`src/rtl/cpu_pkg.sv`:
```
// Shared definitions for the program loader: loader FSM states and default RAM geometry.
package cpu_pkg;
  localparam int DEF_RAM_BYTES = 16;
  localparam int DEF_ADDR_W    = 4;

  typedef enum logic [1:0] {
    ST_IDLE = 2'd0,
    ST_LOAD = 2'd1,
    ST_FULL = 2'd2,
    ST_RUN  = 2'd3
  } state_t;
endpackage

```
`src/rtl/prog_loader_sync_edge_detect.sv`:
```
// Two-flop synchroniser for an asynchronous pin, plus a registered rising-edge pulse.
module sync_edge_detect (
  input  logic clk,
  input  logic rst_n,
  input  logic async_in,
  output logic level,
  output logic rise
);
  logic meta, sync, prev;

  // level is taken from the history flop so it lines up in time with rise
  always_ff @(posedge clk or negedge rst_n) begin
    if (!rst_n) begin
      meta <= 1'b0;
      sync <= 1'b0;
      prev <= 1'b0;
      rise <= 1'b0;
    end else begin
      meta <= async_in;
      sync <= meta;
      prev <= sync;
      rise <= sync & ~prev;
    end
  end

  assign level = prev;
endmodule

```
`src/rtl/prog_loader.sv`:
```
// Front-panel program loader: writes strobed bytes into program RAM, then releases the CPU.
// Optional feature: define PROG_LOADER_CHECKSUM_EN for a mod-256 checksum output.
module prog_loader
  import cpu_pkg::*;
#(
  parameter int RAM_BYTES = DEF_RAM_BYTES,
  parameter int ADDR_W    = DEF_ADDR_W
) (
  input  logic              clk,
  input  logic              rst_n,
  input  logic              load_mode,
  input  logic              load_strobe,
  input  logic [7:0]        load_data,
  output logic [ADDR_W-1:0] ram_addr,
  output logic [7:0]        ram_data,
  output logic              ram_we,
  output logic              cpu_run,
  output logic              busy,
`ifdef PROG_LOADER_CHECKSUM_EN
  output logic [7:0]        checksum,
`endif
  output logic              overrun
);
  localparam logic [ADDR_W-1:0] LAST_ADDR = ADDR_W'(RAM_BYTES - 1);

  state_t     state;
  logic [1:0] fill_cnt;
  logic       mode_lvl, strobe_evt;
  logic       mode_rise_unused, strobe_lvl_unused;

  sync_edge_detect u_mode_sync (
    .clk      (clk),
    .rst_n    (rst_n),
    .async_in (load_mode),
    .level    (mode_lvl),
    .rise     (mode_rise_unused)
  );

  sync_edge_detect u_strobe_sync (
    .clk      (clk),
    .rst_n    (rst_n),
    .async_in (load_strobe),
    .level    (strobe_lvl_unused),
    .rise     (strobe_evt)
  );

  always_ff @(posedge clk or negedge rst_n) begin
    if (!rst_n) begin
      state    <= ST_IDLE;
      fill_cnt <= 2'd0;
      ram_addr <= '0;
      ram_data <= 8'h00;
      ram_we   <= 1'b0;
      cpu_run  <= 1'b0;
      busy     <= 1'b0;
      overrun  <= 1'b0;
`ifdef PROG_LOADER_CHECKSUM_EN
      checksum <= 8'h00;
`endif
    end else begin
      ram_we <= 1'b0;
      // address advances in the cycle after the write pulse, wrapping after the last byte
      if (ram_we) ram_addr <= ram_addr + 1'b1;

      case (state)
        ST_IDLE: begin
          // hold until the synchronisers carry real pin values rather than reset zeros
          if (fill_cnt != 2'd3) begin
            fill_cnt <= fill_cnt + 2'd1;
          end else if (mode_lvl) begin
            state    <= ST_LOAD;
            busy     <= 1'b1;
            ram_addr <= '0;
            overrun  <= 1'b0;
`ifdef PROG_LOADER_CHECKSUM_EN
            checksum <= 8'h00;
`endif
          end else begin
            state   <= ST_RUN;
            cpu_run <= 1'b1;
          end
        end

        ST_LOAD: begin
          // a pending byte wins over a mode drop; RUN follows on the next cycle
          if (strobe_evt) begin
            ram_we   <= 1'b1;
            ram_data <= load_data;
`ifdef PROG_LOADER_CHECKSUM_EN
            checksum <= checksum + load_data;
`endif
            if (ram_addr == LAST_ADDR) begin
              state <= ST_FULL;
              busy  <= 1'b0;
            end
          end else if (!mode_lvl) begin
            state   <= ST_RUN;
            busy    <= 1'b0;
            cpu_run <= 1'b1;
          end
        end

        ST_FULL: begin
          if (strobe_evt) overrun <= 1'b1;
          if (!mode_lvl) begin
            state   <= ST_RUN;
            cpu_run <= 1'b1;
          end
        end

        ST_RUN: begin
          if (mode_lvl) begin
            state    <= ST_LOAD;
            busy     <= 1'b1;
            cpu_run  <= 1'b0;
            ram_addr <= '0;
            overrun  <= 1'b0;
`ifdef PROG_LOADER_CHECKSUM_EN
            checksum <= 8'h00;
`endif
          end
        end

        default: state <= ST_IDLE;
      endcase
    end
  end
endmodule

```
`config.mk`:
```
export PLATFORM = sky130hd
export DESIGN_NAME = prog_loader
export DESIGN_NICKNAME = d
export VERILOG_FILES = /design/src/rtl/cpu_pkg.sv /design/src/rtl/prog_loader_sync_edge_detect.sv /design/src/rtl/prog_loader.sv
export SDC_FILE = /design/constraint.sdc
export NUM_CORES = 1
export LEC_CHECK = 0
export CELL_PAD_IN_SITES_DETAIL_PLACEMENT = 1
export CELL_PAD_IN_SITES_GLOBAL_PLACEMENT = 1
export CORE_ASPECT_RATIO = 0.9
export CORE_MARGIN = 1.5
export CORE_UTILIZATION = 39
export DETAILED_ROUTE_END_ITERATION = 10
export PLACE_DENSITY = 0.83
export SLEW_MARGIN = 20
export SYNTH_ARGS = -nofsm -noshare
export SYNTH_HDL_FRONTEND = slang
export SYNTH_HIERARCHICAL = 1
export SYNTH_SLANG_ARGS = --single-unit
export TNS_END_PERCENT = 5
```
`constraint.sdc`:
```
create_clock -name clk -period 2.25 [get_ports clk]
set_input_delay 0.675 -clock clk [delete_from_list [all_inputs] [get_ports clk]]
set_output_delay 0.675 -clock clk [all_outputs]
set_load 0.01 [all_outputs]
```
==> run_1/registers.png <==
Bar = 20 um.
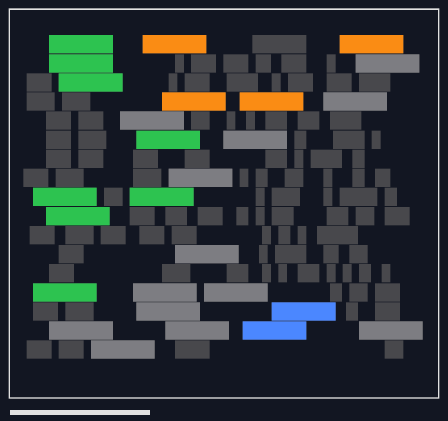
| color | netlist name | flops |
|---|---|---|
| green | ram_data | 8 |
| blue | fill_cnt | 2 |
| orange | ram_addr | 4 |
not colored: 13

==> run_1/metal_stack.png <==
Bar = 20 um.
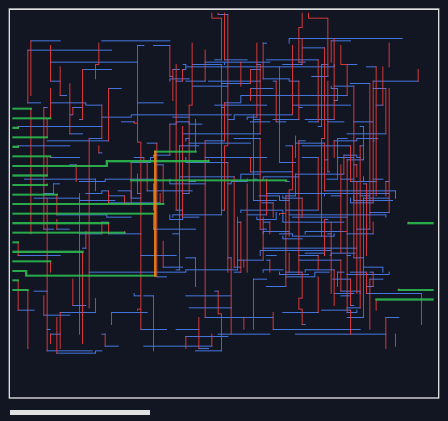
| color | layer | wire length |
|---|---|---|
| red | met2 | 1,240 um |
| blue | met1 | 1,020 um |
| green | met3 | 218 um |
| orange | met4 | 17.7 um |

==> run_1/drive_strength.png <==
Bar = 20 um.
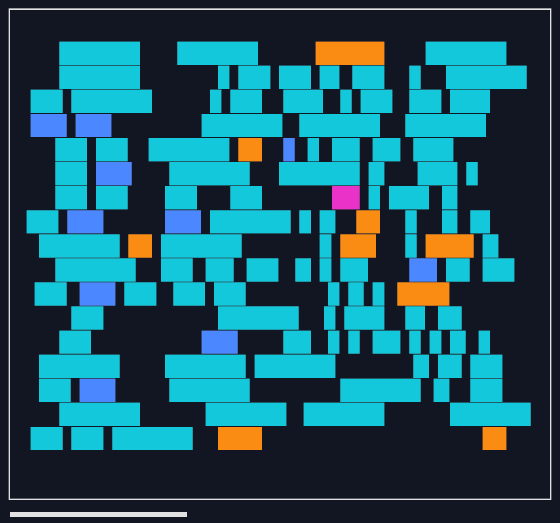
| color | size | cells |
|---|---|---|
| blue | drive 2 | 10 |
| magenta | drive 6 and up | 1 |
| cyan | drive 1 or less | 104 |
| orange | drive 3 to 4 | 9 |

==> changes_impl.md, run 1 <==
## Implementation

* Worst r2r dst: state[0]$_DFFE_PN0P_
* Final #Nets at roughly 140
* Fmax at around 480 MHz
* Post-Place Cells at 160
* Chip height at about 55 um
* Ant. Diodes at 0
* Syn_nets at about 110
* Initial antenna violation count at 0
* GRT Util Overall at about 17%
* DR vias at approximately 790
* Clock power frac at between 10% and 20%
* Wirelength per Cell at 15.18 um
* GR Layer Usage met1 at between 20% and 30%
* Gate power share at 45.1%
* Final WL at 2.490 mm
* Hold path start: u_mode_sync/sync$_DFF_PN0_
* Critical Path RT at roughly 1.6 ns
* Reg-to-reg setup timing slack at 0.53 ns
* Reg power frac at 41.7%
* Routing usage on met3 at around 7.5%
* Top Ports at 28
* DIE AREA at around 3400 um^2
* Status: finished clean
* Buf+Inv Stages, Crit Path at 1
* Antenna-violating nets left at 0
* Tool warnings at 29
* Setup WS pre-CTS at between 0.5 and 0.6 ns
* WL met3 at approximately 220 um
* Sink Count at 27
* Post-CTS setup buffers at 0
* Vias per cell at between 4 and 5
* Overall Power at roughly 0.0017 W
* Worst Hold Class: reg -> reg
* DRC Markers at 0
* DP Wirelength at 1.918 mm
* # setup viols final at 0
==> run 1: area by class of cell <==
| type | instances | share of cell area, % |
|---|---|---|
| Inverter | 5 | 1.227 |
| Clock buffer | 3 | 1.473 |
| Multi-Input combinational cell | 60 | 31.10 |
| Clock inverter | 1 | 0.5728 |
| Timing Repair Buffer | 28 | 18.17 |
| Tap cell | 40 | 3.273 |
| Sequential cell | 27 | 44.19 |
==> run 1: registers in the layout, summed over array words and instances (netlist names) <==
signal,count
ram_data,8
u_mode_sync/sync,1
ram_addr,4
u_strobe_sync/sync,1
cpu_run,1
u_strobe_sync/meta,1
fill_cnt,2
state,2
ram_we,1
overrun,1
u_mode_sync/meta,1
busy,1
u_mode_sync/level,1
u_strobe_sync/level,1
u_strobe_sync/rise,1
==> run 1: cells in the final DEF, fill, tap and decap left out <==
master / instances
nor2b_4: 1
nor2b_1: 1
mux2_2: 8
inv_6: 1
nor3_4: 1
nand2b_1: 1
mux2_4: 1
xor2_1: 2
nor2_1: 8
clkdlybuf4s50_1: 27
nand2_4: 1
mux2i_1: 2
ha_1: 6
xnor2_1: 2
nand3b_1: 1
clkbuf_4: 3
inv_2: 1
o31ai_1: 1
and2b_1: 1
nand3_1: 1
buf_4: 1
nand2_1: 8
o21ai_0: 3
a21oi_1: 4
nor3_1: 2
a31oi_4: 1
inv_1: 4
o32ai_1: 1
and2b_2: 1
nand4_1: 1
a2bb2oi_1: 1
dfrtp_1: 27
==> run 1: power by group through the flow <==
stage	logic [W]	clock network, W	registers (W)
CTS	0.000790	0.000241	0.000721
floorplan	0.000403	0	0.000761
global route	0.000855	0.000261	0.000735
detailed placement	0.000783	0	0.000730
global placement	0.000747	0	0.000714
finish	0.000776	0.000227	0.000718
==> run 2, diff against run 1 <==
--- a/config.mk
+++ b/config.mk
@@ -12,6 +12,7 @@
 export CORE_UTILIZATION = 39
 export DETAILED_ROUTE_END_ITERATION = 10
 export PLACE_DENSITY = 0.83
+export RECOVER_POWER = 50
 export SLEW_MARGIN = 20
 export SYNTH_ARGS = -nofsm -noshare
 export SYNTH_HDL_FRONTEND = slang
==> run_2/registers.png <==
Bar = 20 um.
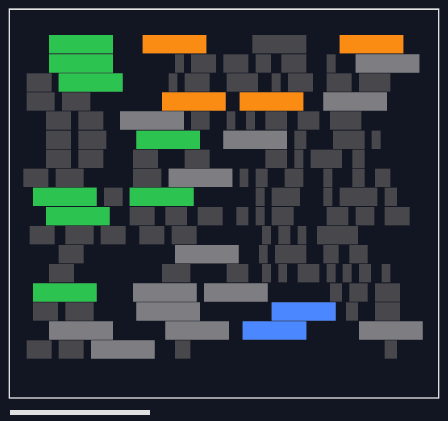
| color | netlist name | flops |
|---|---|---|
| orange | ram_addr | 4 |
| blue | fill_cnt | 2 |
| green | ram_data | 8 |
not colored: 13

==> run_2/drive_strength.png <==
Bar = 20 um.
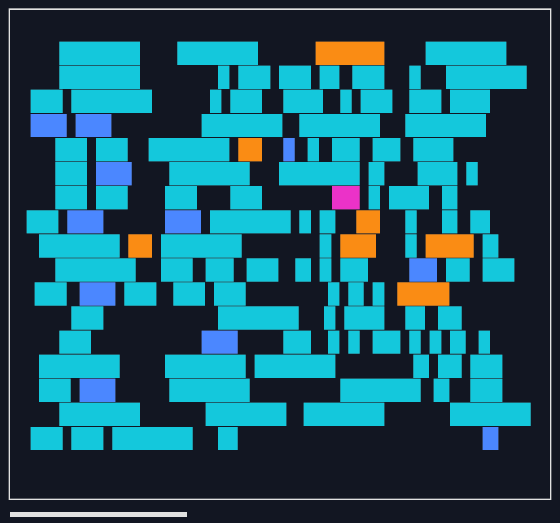
Area growth, synth to finish: 28.60%
worst setup margin: 0.1522 ns
Non-clk bufs: 28
Final Cell Area: 1519 um^2

==> run 2 against run 1 <==
Net effect:
- cell count is the same
- sequential cell count is the same
- synthesized cell count is the same
- largest power group unchanged
==> changes_impl.md, run 2 <==
## Implementation

* Worst Hold Class: reg -> reg (unchanged)
* Vias per cell at 4.841 (was 4.829)
* Status: finished clean (unchanged)
* Post-CTS setup buffers at 0 (unchanged)
* DIE AREA at 3368 um^2 (unchanged)
* Most frequent logic cell in the layout: dfrtp_1
* Buf+Inv Stages, Crit Path at 1 (unchanged)
* DR vias at 794 (was 792)
* Top flop regs: ram_data: 8 flops, ram_addr: 4 flops (unchanged)
* Antenna-violating nets left at 0 (unchanged)
* Wirelength per Cell at 15.17 um (was 15.18 um)
* Fmax at 476.7 MHz (about the same)
* Initial antenna violation count at 0 (unchanged)
* Chip height at 55.21 um (unchanged)
* Final WL at 2.488 mm (was 2.490 mm)
* GRT Util Overall at 17.01% (unchanged)
* Gate power share at 45.0% (was 45.1%)
* WL met3 at 217 um (was 218 um)
* Max reg flops at 8 (unchanged)
* Critical Path RT at 1.57 ns (about the same)
* Biggest register: ram_data (unchanged)
* DRC Markers at 0 (unchanged)
* # setup viols final at 0 (unchanged)
* Sink Count at 27 (unchanged)
## run 2: area by class of cell
class,instances,area (um^2),share of cell area (%)
clock buffers,3,22.52,1.483
inverters,5,18.77,1.236
flip-flops and latches,27,675.6,44.48
repair buffers,28,275.3,18.12
clock inverters,1,8.758,0.5766
well taps,40,50.05,3.295
multi-input cells,60,467.9,30.81
## run 2: path summary, 6_finish.rpt
kind                       slack (ns)                     endpoint  cells past startpoint                       start
max                              0.15                       ram_we                      1            ram_we$_DFF_PN0_
min                              0.37  u_mode_sync/level$_DFF_PN0_                      0  u_mode_sync/sync$_DFF_PN0_
max reg2reg                      0.53         state[0]$_DFFE_PN0P_                      5        state[0]$_DFFE_PN0P_
min reg2reg                      0.37  u_mode_sync/level$_DFF_PN0_                      0  u_mode_sync/sync$_DFF_PN0_
max in group asynchronous        0.96      ram_data[7]$_DFFE_PN0P_                      2                       rst_n
min in group asynchronous        0.87          overrun$_DFFE_PN0P_                      2                       rst_n
## run 2: power groups by stage
stage                     clock network (W)  logic [W]  registers [W]
after floorplan                           0   0.000403       0.000761
after global placement                    0   0.000747       0.000714
after detailed placement                  0   0.000783       0.000730
after CTS                          0.000241   0.000790       0.000721
after global routing               0.000261   0.000853       0.000734
final                              0.000227   0.000774       0.000718
## run 2: metal layers
metal	vias up	track usage (%)
met2	25	27.19
met4	0	3.727
met1	393	21.07
li1	374	-
met3	2	7.494
met5	-	0
## run 2: stage by stage
stage	instances	total power (W)	cell area (um^2)	hold slack (ns)	setup slack, ns
2_1_floorplan	93	0.001164	1181	0.3312	0.6842
3_3_place_gp	160	0.001462	1498	0.3334	0.6002
3_5_place_dp	160	0.001513	1498	0.3434	0.5405
4_1_cts	164	0.001753	1529	0.3791	0.1318
5_1_grt	164	0.001847	1519	0.3845	0.08392
6_report	164	0.001718	1519	0.3700	0.1522
==> run 3, diff against run 2 <==
--- a/config.mk
+++ b/config.mk
@@ -18,4 +18,4 @@
 export SYNTH_HDL_FRONTEND = slang
 export SYNTH_HIERARCHICAL = 1
 export SYNTH_SLANG_ARGS = --single-unit
-export TNS_END_PERCENT = 5
+export TNS_END_PERCENT = 100
==> run_3/registers.png <==
Bar = 20 um.
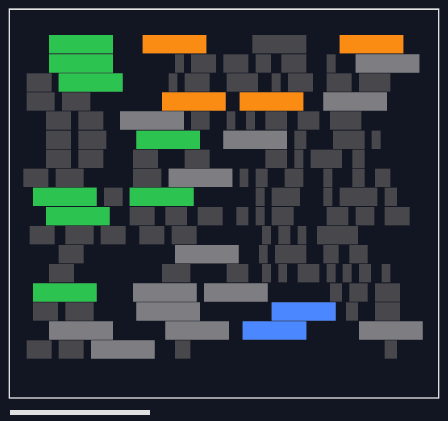
| color | netlist name | flops |
|---|---|---|
| blue | fill_cnt | 2 |
| green | ram_data | 8 |
| orange | ram_addr | 4 |

==> run_3/final_clocks.png <==
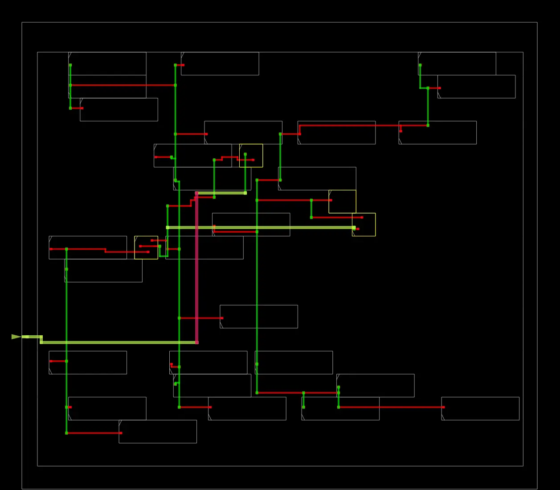
layout clock buffer count: 3
Flops: 27
Clk. pwr: 0.000227 W

==> run 3 against run 2 <==
Net effect:
- sequential share of layout area unchanged
- routed wire length is the same
- die size unchanged
- clock power hardly changed
- first-iteration DRC count unchanged
- sequential cell count unchanged
- non-clock buffer count unchanged
- combinational power is essentially flat
- cell count is the same
- critical path type unchanged
- critical endpoint unchanged
- highest routed layer unchanged
==> changes_impl.md, run 3 <==
## Implementation

* Worst R2R Start: state[0]$_DFFE_PN0P_ (unchanged)
* Biggest register: ram_data (unchanged)
* Chip height at 55.21 um (unchanged)
* Vias per cell at 4.841 (unchanged)
* Gate power share at 45.0% (about the same)
* Clock power frac at 13.2% (about the same)
* Tool warnings at 29 (unchanged)
* Worst Hold End: u_mode_sync/level$_DFF_PN0_ (unchanged)
* Critical Path RT at 1.57 ns (about the same)
* Worst Hold Class: reg -> reg (unchanged)
* Final WL at 2.488 mm (unchanged)
* Reg power frac at 41.8% (about the same)
* Hold slack at 0.3700 ns (unchanged)
* Most frequent logic cell in the layout: dfrtp_1 (unchanged)
* DRC Markers at 0 (unchanged)
* Worst path depth at 1 (unchanged)
* Top flop regs: ram_data: 8 flops, ram_addr: 4 flops (unchanged)
* Fmax at 476.7 MHz (unchanged)
* Antenna-violating nets left at 0 (unchanged)
* Max reg flops at 8 (unchanged)
* DR vias at 794 (unchanged)
* Area growth, synth to finish at 28.60% (unchanged)
* Wirelength per Cell at 15.17 um (unchanged)
* DIE AREA at 3368 um^2 (unchanged)
* Buf+Inv Stages, Crit Path at 1 (unchanged)
* Post-CTS setup buffers at 0 (unchanged)
* Hold path depth at 0 (unchanged)
* Worst r2r dst: state[0]$_DFFE_PN0P_ (unchanged)
* Final #Nets at 143 (unchanged)
* Reg-to-reg setup timing slack at 0.53 ns (about the same)
* # setup viols final at 0 (unchanged)
* Ant. Diodes at 0 (unchanged)
* Initial antenna violation count at 0 (unchanged)
* Status: finished clean (unchanged)
* Sink Count at 27 (unchanged)
-- run 3: cell counts in the layout (fill, tap and decap cells not counted) --
Identical to the previous run, type by type.
-- run 3: metal layers --
layer  vias to the layer above  part of all wire [%]  global-route usage (%)
li1                        374                     -                       -
met1                       393                    41                   21.07
met2                        25                    50                   27.19
met3                         2                   8.7                   7.494
met4                         0                  0.68                   3.727
met5                         -                     0                       0
-- run 3: worst max path at each step --
stage / from / to
finish: ram_we$_DFF_PN0_ / ram_we
global route: ram_we$_DFF_PN0_ / ram_we
CTS: ram_we$_DFF_PN0_ / ram_we
detailed placement: ram_we$_DFF_PN0_ / ram_we
global placement: ram_addr[3]$_DFF_PN0_ / ram_addr[3]
floorplan: state[0]$_DFFE_PN0P_ / state[0]$_DFFE_PN0P_
-- run 3: power by group through the flow --
stage               sequential, W  combinational [W]  clock [W]
floorplan                0.000761           0.000403          0
global placement         0.000714           0.000747          0
detailed placement       0.000730           0.000783          0
CTS                      0.000721           0.000790   0.000241
global route             0.000734           0.000853   0.000261
finish                   0.000718           0.000774   0.000227
-- run 3: layout make-up --
class / instances / area, um^2 / share of cell area, %
Inverter: 5 / 18.77 / 1.236
Clock buffer: 3 / 22.52 / 1.483
Multi-Input combinational cell: 60 / 467.9 / 30.81
Sequential cell: 27 / 675.6 / 44.48
Tap cell: 40 / 50.05 / 3.295
Clock inverter: 1 / 8.758 / 0.5766
Timing Repair Buffer: 28 / 275.3 / 18.12
-- run 3: metrics by stage --
step	total power, W	instance area, um^2	instances	setup WS [ns]	utilization, %
global route	0.001847	1519	164	0.08392	53.96
global placement	0.001462	1498	160	0.6002	53.20
finish	0.001718	1519	164	0.1522	53.96
detailed placement	0.001513	1498	160	0.5405	53.20
CTS	0.001753	1529	164	0.1318	54.31
floorplan	0.001164	1181	93	0.6842	-
Power and IR drop assume default switching activity.
